==> src/rtl/sram_port_arbiter.sv <==
// sram_port_arbiter
//   Front end for a single-port SRAM shared by two requesters. After reset
//   (or a clr pulse) it sweeps every address writing zero, then arbitrates
//   the port round-robin between requester 0 and requester 1, one access
//   per cycle. Read data comes back one cycle after the grant, matching the
//   SRAM's registered-address read.
//
// Ports
//   clk, rst_n                  clock, asynchronous active-low reset
//   clr                         pulse: restart the clear sweep
//   req*/we*/addr*/wdata*       requester access (held until gnt*)
//   gnt*                        combinational grant, access issued this cycle
//   rvalid*/rdata*              read return, one cycle after a read grant
//   init_done                   high once the sweep has finished
//   sram_data/addr/we, sram_q   SRAM macro pins
module sram_port_arbiter #(
  parameter int DATA_WIDTH = 4,
  parameter int ADDR_WIDTH = 4
) (
  input  logic                  clk,
  input  logic                  rst_n,
  input  logic                  clr,
  input  logic                  req0,
  input  logic                  req1,
  input  logic                  we0,
  input  logic                  we1,
  input  logic [ADDR_WIDTH-1:0] addr0,
  input  logic [ADDR_WIDTH-1:0] addr1,
  input  logic [DATA_WIDTH-1:0] wdata0,
  input  logic [DATA_WIDTH-1:0] wdata1,
  output logic                  gnt0,
  output logic                  gnt1,
  output logic                  rvalid0,
  output logic                  rvalid1,
  output logic [DATA_WIDTH-1:0] rdata0,
  output logic [DATA_WIDTH-1:0] rdata1,
  output logic                  init_done,
  output logic [DATA_WIDTH-1:0] sram_data,
  output logic [ADDR_WIDTH-1:0] sram_addr,
  output logic                  sram_we,
  input  logic [DATA_WIDTH-1:0] sram_q
);

  typedef enum logic {
    INIT,
    RUN
  } state_e;

  localparam logic [ADDR_WIDTH-1:0] CNT_LAST = '1;

  state_e                state_q, state_d;
  logic [ADDR_WIDTH-1:0] cnt_q, cnt_d;
  logic [ADDR_WIDTH-1:0] last_addr_q, last_addr_d;
  logic                  prio_q, prio_d;
  logic                  rvalid0_q, rvalid0_d;
  logic                  rvalid1_q, rvalid1_d;

  always_comb begin
    state_d     = state_q;
    cnt_d       = cnt_q;
    last_addr_d = last_addr_q;
    prio_d      = prio_q;
    rvalid0_d   = 1'b0;
    rvalid1_d   = 1'b0;
    gnt0        = 1'b0;
    gnt1        = 1'b0;
    sram_we     = 1'b0;
    sram_addr   = last_addr_q;  // idle port keeps the last driven address
    sram_data   = '0;

    case (state_q)
      INIT: begin
        sram_we     = 1'b1;
        sram_addr   = cnt_q;
        last_addr_d = cnt_q;
        if (clr) begin
          cnt_d = '0;
        end else if (cnt_q == CNT_LAST) begin
          cnt_d   = '0;
          state_d = RUN;
        end else begin
          cnt_d = cnt_q + 1'b1;
        end
      end

      RUN: begin
        // prio names the requester that wins a tie
        gnt0 = req0 & (~req1 | ~prio_q);
        gnt1 = req1 & (~req0 |  prio_q);
        if (gnt0) begin
          sram_we     = we0;
          sram_addr   = addr0;
          sram_data   = wdata0;
          last_addr_d = addr0;
          prio_d      = 1'b1;
          rvalid0_d   = ~we0;
        end else if (gnt1) begin
          sram_we     = we1;
          sram_addr   = addr1;
          sram_data   = wdata1;
          last_addr_d = addr1;
          prio_d      = 1'b0;
          rvalid1_d   = ~we1;
        end
        // this cycle's grant still completes; the sweep starts next edge
        if (clr) begin
          state_d = INIT;
          cnt_d   = '0;
        end
      end

      default: state_d = INIT;
    endcase

    // reset forces the port quiet immediately, not just at the next edge
    if (!rst_n) begin
      gnt0    = 1'b0;
      gnt1    = 1'b0;
      sram_we = 1'b0;
    end
  end

  always_ff @(posedge clk or negedge rst_n) begin
    if (!rst_n) begin
      state_q     <= INIT;
      cnt_q       <= '0;
      last_addr_q <= '0;
      prio_q      <= 1'b0;
      rvalid0_q   <= 1'b0;
      rvalid1_q   <= 1'b0;
    end else begin
      state_q     <= state_d;
      cnt_q       <= cnt_d;
      last_addr_q <= last_addr_d;
      prio_q      <= prio_d;
      rvalid0_q   <= rvalid0_d;
      rvalid1_q   <= rvalid1_d;
    end
  end

  assign init_done = (state_q == RUN);
  assign rvalid0   = rvalid0_q;
  assign rvalid1   = rvalid1_q;
  assign rdata0    = sram_q;
  assign rdata1    = sram_q;

endmodule
==> config.mk <==
export PLATFORM = sky130hd
export DESIGN_NAME = sram_port_arbiter
export DESIGN_NICKNAME = d
export VERILOG_FILES = /design/src/rtl/sram_port_arbiter.sv
export SDC_FILE = /design/constraint.sdc
export NUM_CORES = 1
export LEC_CHECK = 0
export CELL_PAD_IN_SITES_DETAIL_PLACEMENT = 0
export CELL_PAD_IN_SITES_GLOBAL_PLACEMENT = 2
export CORE_AREA = 2 2 66 68
export CTS_BUF_LIST = sky130_fd_sc_hd__clkbuf_8
export DETAILED_ROUTE_END_ITERATION = 6
export DIE_AREA = 0 0 68 70
export PLACE_DENSITY_LB_ADDON = 0.2
export SYNTH_ARGS = -nofsm -noshare
export SYNTH_HDL_FRONTEND = slang
export SYNTH_SLANG_ARGS = --single-unit
==> constraint.sdc <==
create_clock -name clk -period 1.2 [get_ports clk]
set_input_delay 0.24 -clock clk [delete_from_list [all_inputs] [get_ports clk]]
set_output_delay 0.24 -clock clk [all_outputs]
set_load 0.05 [all_outputs]
Figure 1. Metal 1.
Bar = 20 um.
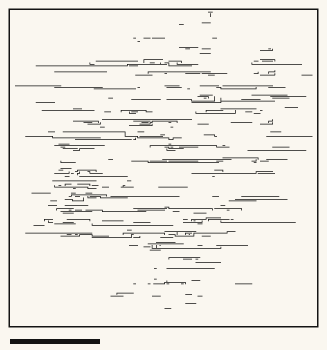
longest straight run: 20.2 um
share of all routed wire: 47%

Figure 2. M2 wires.
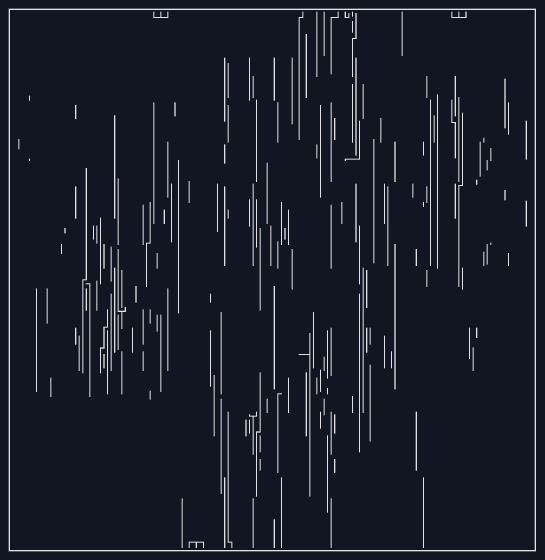
main direction: vertical
share of all routed wire: 47%

Figure 3. M3 wires.
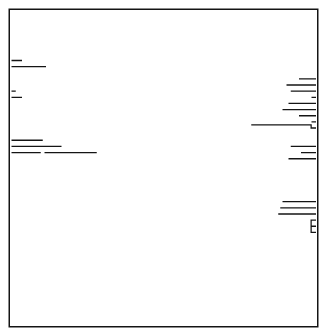
longest straight run: 13.1 um
share of all routed wire: 5.7%
DR vias: 830
Detailed Route WL: 2419 um
Global Route met3 Usage: 0.01932

Figure 4. Congestion heat map.
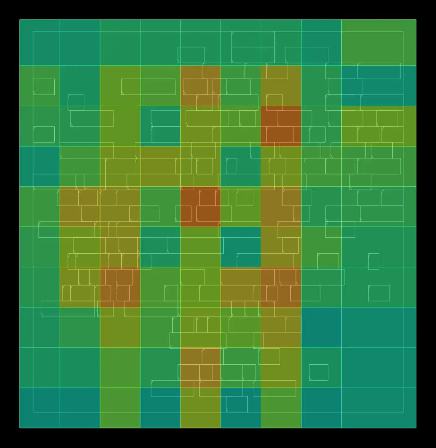
Final Util: 0.4393
layer carrying the most global-route usage: met2
global routing met1 resource utilization: 0.1436

==> qor.csv <==
stage,metric,value,unit
run_status,status,"complete, but fails checks",
run_status,failed_checks,negative setup slack,
final_timing,hold_violation_count_in_the_final_report,0,
yosys,edf_count,0,
power,p_int,972.2,uW
placement,buffer_ports.inserted,36,
worst_setup_path,crit_path_max_incr_delay,0.41,ns
worst_setup_path,startpoint_type,flop,
cells_and_area,sequential_cell_total,12,
placement,dpl-instance-area,0.001582,sq mm
yosys,syn_nets,112,
worst_setup_path,cp_top_family,flip-flops,
yosys,synth.ff_latch_count,12,
floorplanning,chip_area,0.004760,sq mm
flow_run,drv_cap,0,
final_timing,setup_repair_after_global_routing_missed_its_margin,true,
flow_run,openroad_warning_count,29,
cells_and_area,sequential_cell_area,302.8,sq um
cells_and_area,layout.cells.largest_class,buffers,
placement,globalplace.congestion,0.7759,
placement,detailed_place_hpwl,1832,um
yosys,syn_warnings,0,
worst_setup_path,critical_path_depth,4,
worst_setup_path,crit_path_cell_chain,"nand2_4, mux2i_4, a221oi_4, buf_12",
worst_setup_path,worst_r2r_path_depth,5,
worst_setup_path,regToRegSetupSlack,0,ns
placement,preCtsSetupSlack,-0.7347,ns
final_timing,worst_hold_margin,0.3938,ns
power,p_clk_frac,0.322,
yosys,topCellsByArea,"dfrtp_1 (36%), buf_4 (8.2%), a221oi_2 (5.4%), a32oi_1 (5.3%), nand2b_1 (5.3%)",
drt,wl_met1,1125,um
clocking,cts_root_buffer,clkbuf_8,
power,total_power,1340,uW
yosys,dominant_cell_type_by_area_after_synthesis,dfrtp_1,
floorplanning,floorplan.core_area,0.004144,sq mm
drt,drtAntennaViolNets,0,
worst_setup_path,setup.worst_path.class,reg -> out,
hold_path,worstHoldPathType,in -> async,
drt,detail_route.vias_per_cell,4.368,
floorplanning,tapcell.inserted,52,
yosys,postSynth.topFlopCell,dfrtp_1,
drt,detailroute.wirelength.met2,1137,um
final_timing,worst_case_setup_margin_in_the_final_layout,-0.4981,ns
yosys,yosysCellCount,84,
cells_and_area,antenna_cells_inserted,0,
drt,met3_length,136,um
final_timing,achievable_freq,588.9,MHz
cells_and_area,final-comb-area,676.9,sq um
floorplanning,die-height,70,um
clocking,postCtsSetupRepairBufs,4,
clocking,ctsLongestPathBuffers,2,
grt,grt_pass1_vias,885,
drt,dr.max_layer_used,met4,
floorplanning,fp_util,0.1999,
final_timing,setup_viol,13,
cells_and_area,clk_share,0.03024,
yosys,mean_area_per_synthesized_cell,9.861,sq um
cells_and_area,layout_top_registers,"cnt_q (4), last_addr_q (4)",
final_timing,final_max_slew_viol_count,0,
drt,drt-wirelength-per-cell,12.73,um
cells_and_area,post_layout_nonfiller_instances,190,
grt,global_route.usage.met2,0.1704,
final_timing,worst_slew_pin_slew,0.2473,ns
power,sequentialPowerShare,0.331,
cells_and_area,design.final.nets,167,
cells_and_area,num-multi-input-gates,60,
clocking,total_number_of_clock_tree_sinks,12,
clocking,cts.clk_slew.worst_paths,0.05,ns
floorplanning,io_pins,49,
worst_setup_path,worstReg2RegStart,init_done,
power,fraction_of_power_spent_switching_nets,0.2746,
drt,drt_drc_violations_left,0,
cells_and_area,lay_top_cells,"clkdlybuf4s50_1 (20), buf_4 (20), buf_12 (15)",
cells_and_area,filler_cell_count,390,
grt,number_of_antenna_violations_at_the_first_check_in_global_routing,0,
placement,numPlacedInstances,181,
final_timing,slew_headroom,0.8304,
drt,drt_pass1_iterations,4,
grt,grt_pass1_wl,4002,um
cells_and_area,num-clock-buffers,4,
cells_and_area,final_layout_size_suffix_gt1_frac,0.5870,
worst_setup_path,cp.buffers_inverters,1,
worst_setup_path,timing.critical_path.arrival,1.46,ns
yosys,yosysTopAreaCellShare,0.3625,
yosys,netlist-cell-type-count,27,
final_timing,min_period,1.698,ns
power,net-switching-power,368.0,uW
yosys,syn_area,828.3,sq um
yosys,number_of_standard_cells_after_synthesis,84,
-- power groups by stage --
stage / Sequential, uW / Combinational [uW] / Clock, uW
3_3_place_gp: 452 / 391 / 0
4_1_cts: 443 / 446 / 455
2_1_floorplan: 453 / 248 / 0
5_1_grt: 448 / 495 / 474
3_5_place_dp: 451 / 393 / 0
6_report: 444 / 465 / 432
-- cells by family (layout without fill, tap and decap cells) --
kind of cell	after synthesis	in the layout	share of synthesized area
compound gates	25	25	0.2613
fa+ha+maj	1	1	0.01510
mux	4	4	0.04834
simple gates	29	29	0.2039
buf+inv	12	66	0.09818
xor+xnor	1	1	0.01058
flops	12	12	0.3625
No activity file was given, so power comes from the tool's default toggle rates.
